==> config.mk <==
export PLATFORM = sky130hd
export DESIGN_NAME = mnist_frame_sched
export DESIGN_NICKNAME = d
export VERILOG_FILES = /design/src/rtl/mnist_pkg.sv /design/src/rtl/rr_arb2.sv /design/src/rtl/mnist_frame_sched.sv
export SDC_FILE = /design/constraint.sdc
export NUM_CORES = 1
export LEC_CHECK = 0
export ABC_AREA = 1
export CAP_MARGIN = 25
export CORE_AREA = 2 2 80 82
export DETAILED_ROUTE_END_ITERATION = 6
export DIE_AREA = 0 0 82 84
export GPL_ROUTABILITY_DRIVEN = 0
export PLACE_DENSITY = 0.81
export SLEW_MARGIN = 20
export SYNTH_ARGS = -nofsm -noshare
export SYNTH_HDL_FRONTEND = slang
export SYNTH_SLANG_ARGS = --single-unit
==> constraint.sdc <==
create_clock -name clk -period 1.6 [get_ports clk]
set_input_delay 0.24 -clock clk [delete_from_list [all_inputs] [get_ports clk]]
set_output_delay 0.24 -clock clk [all_outputs]
set_load 0.1 [all_outputs]
Fig. 1: run 1, the metal 1 layer
Supply wires on this layer in gray.
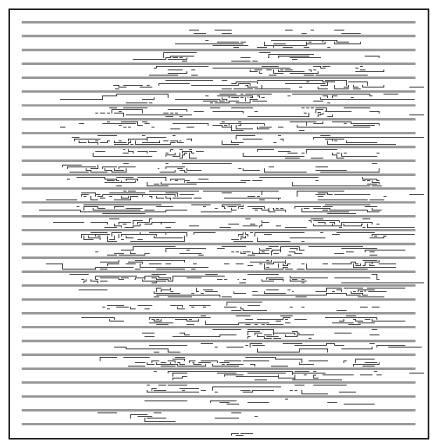
- main direction: horizontal
- share of all routed wire: 42%
- longest straight run: 24.4 um
- wire length on this layer: 2690 um
- nets with wire on the layer: 386
via count: 2392
WL final: 6340 um

Fig. 2: run 1, met2 routing
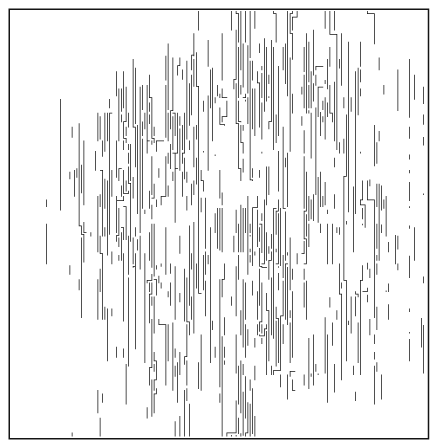
- share of all routed wire: 51%
- nets with wire on the layer: 364
met2 GRT Util: 0.327

Fig. 3: run 1, logic cells by family
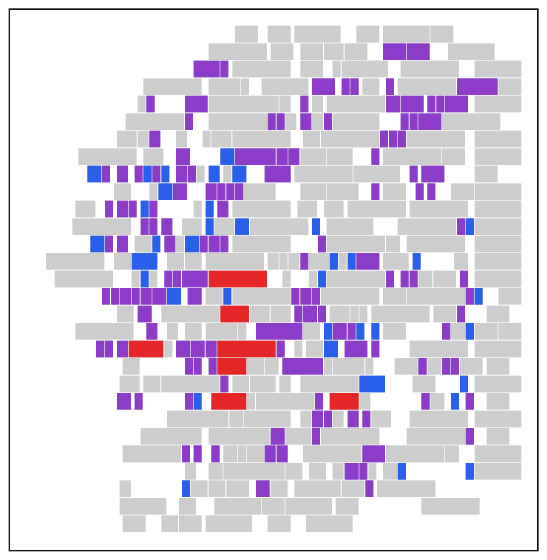
- blue: NOR gates (cells 37)
- purple: NAND gates (cells 137)
- red: adder and majority cells (cells 7)
filler-free cell count of the finished design: 476
logic share of the area: 0.327
most common logic cell in the routed design: nand2_1

==> results.txt, run 1 <==
yosys + openroad results -> run status=completed, remaining antenna violation count after routing=0, Iteration-0 DRC Markers=157, Top Ports=64, Area leader share=0.461, Yosys Chip Area=2660 um^2, drt wl/cell=13.3 um, Rel. slew slack=0.757, # setup viols final=0, Async SR Flop Fraction=1.00, kind of cell adding the most delay to the critical path=buffers and inverters, Sw Ratio=0.515, post-cts resize count=4, clock skew=0.00702 ns, crit end category=output pin, Sink Count=50, total track usage=0.199, drt pass-1 iters=4, max-slew violation count=0, slowest stage cell, crit path=dfrtp_1, XOR/XNOR Fraction of Synth Area=0.0132, # fillers=427, GR Util met1=0.256, yosys synthesis warning count=0, fa+ha+maj area frac=0.0329, largest net degree at the start of global routing=51, sequential share of power=0.242, number of hold buffers added after CTS=1, Cell variety after synth=36, core area=6100 um^2, mux share=0, setup tns final=0 ns, worst-path fanout max=4, Post-CTS Setup Bufs=1, post-place setup slack=-0.0212 ns, die area=6890 um^2, vias per std cell=5.03, ANT cells=0, Synth flops=50, layout cells sized above 1=0.316, flop count=50, critical path cell sequence=inv_2 -> buf_6 -> ha_4 -> clkinvlp_4 -> buf_12, Combinational Gates=225, Sequential Area=1260 um^2, remaining global-route overflow=0, Post-synth EDFFs=0
## Run 2: what changed since run 1
--- a/config.mk
+++ b/config.mk
@@ -11,6 +11,7 @@
 export DETAILED_ROUTE_END_ITERATION = 6
 export DIE_AREA = 0 0 82 84
 export GPL_ROUTABILITY_DRIVEN = 0
+export MAX_ROUTING_LAYER = met4
 export PLACE_DENSITY = 0.81
 export SLEW_MARGIN = 20
 export SYNTH_ARGS = -nofsm -noshare
Fig. 4: run 2, clock routing
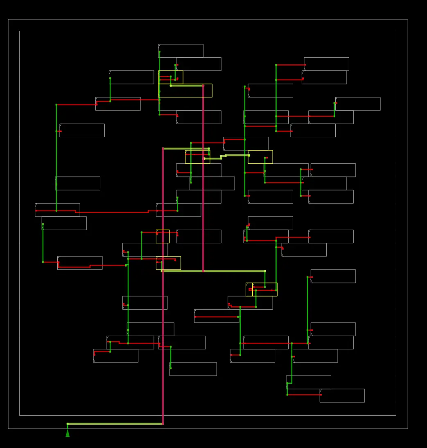
Num CTS Buffers: 5
Sink Count: 50
clk latency late pin: 0.30 ns
clk_buf instances: 6
flop count: 50

==> run 2 against run 1 <==
Net effect: clock power barely moved; sequential power barely moved; flip-flop count is the same.
==> results.txt, run 2 <==
yosys + openroad results -> run status=completed, via count=2381, Area leader share=0.461, met2 GRT Util=0.327, filler-free cell count of the finished design=476, crit end category=output pin, largest net degree at the start of global routing=51, Die Y-Extent=84 um, mux share=0, post-cts resize count=4, die area=6890 um^2, flop share of the area=0.311, # fillers=429, fa+ha+maj area frac=0.0329, Iteration-0 DRC Markers=135, ANT cells=0, post-place setup slack=-0.0212 ns, number of hold buffers added after CTS=1, Synth flops=50, layout cells sized above 1=0.316, XOR/XNOR Fraction of Synth Area=0.0132, yosys synthesis warning count=0, drt pass-1 iters=4, setup tns final=0 ns, Post-synth EDFFs=0, drt wl/cell=13.3 um, remaining global-route overflow=0, Post-CTS Setup Bufs=1, sequential share of power=0.242, critical path cell sequence=inv_2 -> buf_6 -> ha_4 -> clkinvlp_4 -> buf_12, Cell variety after synth=36, Async SR Flop Fraction=1.00, GR Util met1=0.255, Sequential Area=1260 um^2, Final Util=0.662, clock skew=0.00649 ns, # setup viols final=0, Int Power=4.20 mW, slowest stage cell, crit path=dfrtp_1
Fig. 5: run 2, logic cells by family
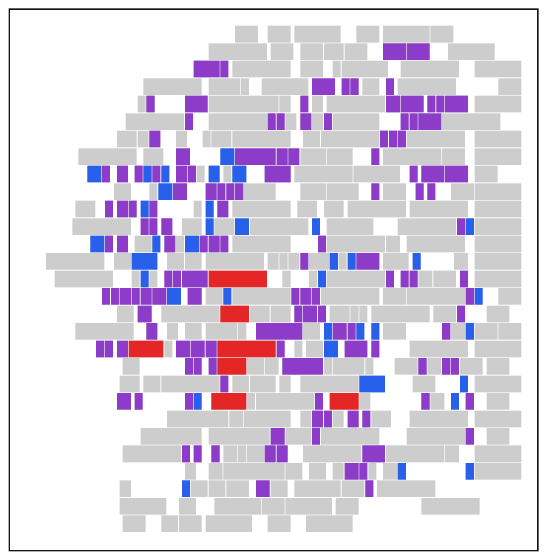
- red: adder and majority cells (cells 7)
- blue: NOR gates (cells 37)
- purple: NAND gates (cells 137)
logic share of the area: 0.325

## Run 3: what changed since run 2
--- a/config.mk
+++ b/config.mk
@@ -13,6 +13,7 @@
 export GPL_ROUTABILITY_DRIVEN = 0
 export MAX_ROUTING_LAYER = met4
 export PLACE_DENSITY = 0.81
+export SETUP_SLACK_MARGIN = 0.02
 export SLEW_MARGIN = 20
 export SYNTH_ARGS = -nofsm -noshare
 export SYNTH_HDL_FRONTEND = slang
Fig. 6: run 3, logic cells by family
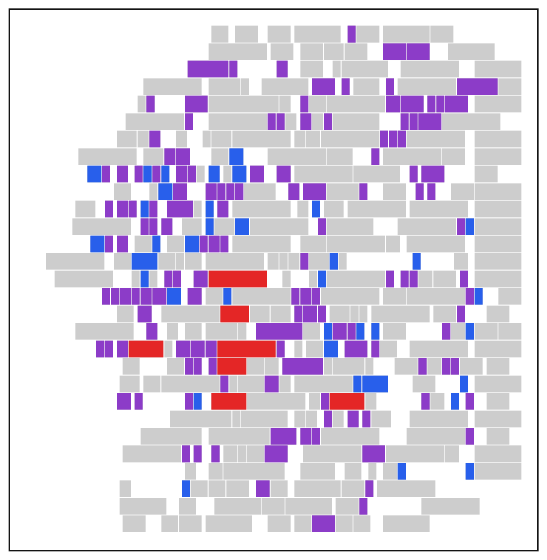
logic share of the area: 0.325
filler-free cell count of the finished design: 483

==> run 3 against run 2 <==
Net effect: combinational power increased by 1%; critical path depth stayed put; cell area rose by 1.4%; die size did not move; largest power group unchanged.
==> results.txt, run 3 <==
yosys + openroad results -> Yosys Chip Area=2660 um^2, setup tns final=0 ns, Area leader share=0.461, post-cts resize count=6, Final Util=0.671, Top Ports=64, total track usage=0.206, worst-path fanout max=2, clk_buf instances=6, run status=completed, yosys synthesis warning count=0, vias in the first global route=2412, Post-synth EDFFs=0, die area=6890 um^2, flop count=50, remaining antenna violation count after routing=0, mux share=0, H-tree Lvls=2, aoi share=0.0902, number of hold buffers added after CTS=1, GR Util met1=0.247, Rel. slew slack=0.771, Die Y-Extent=84 um, slowest stage cell, crit path=dfrtp_1, Sequential Area=1260 um^2, max-slew violation count=0, core area=6100 um^2, fa+ha+maj area frac=0.0329, met2 GRT Util=0.342, flop share of the area=0.307, sequential share of power=0.240, Async SR Flop Fraction=1.00, # fillers=420, Synth flops=50, Num CTS Buffers=5, Cell variety after synth=36, Int Power=4.25 mW, reg2reg setup slack=0.06 ns, Post-CTS Setup Bufs=4, clock skew=0.00556 ns, buffer share of cell area=0.287, ANT cells=0, Top FF cell, synth=dfrtp_1, most common logic cell in the routed design=nand2_1, Combinational Gates=226, sw power=4.50 mW, critical path cell sequence=inv_2 -> buf_6 -> ha_4 -> clkinvlp_4 -> buf_12, vias per std cell=5.14, remaining global-route overflow=0
Fig. 7: run 3, signal wires on met3
Scale bar: 20 um. Cells faint in the background.
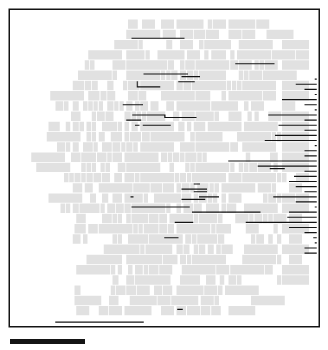
- nets with wire on the layer: 54
- main direction: horizontal
- share of all routed wire: 5.8%
- wire length on this layer: 387 um
WL final: 6660 um
grt met3 use: 0.0422
via count: 2481

Power and IR drop assume default switching activity.
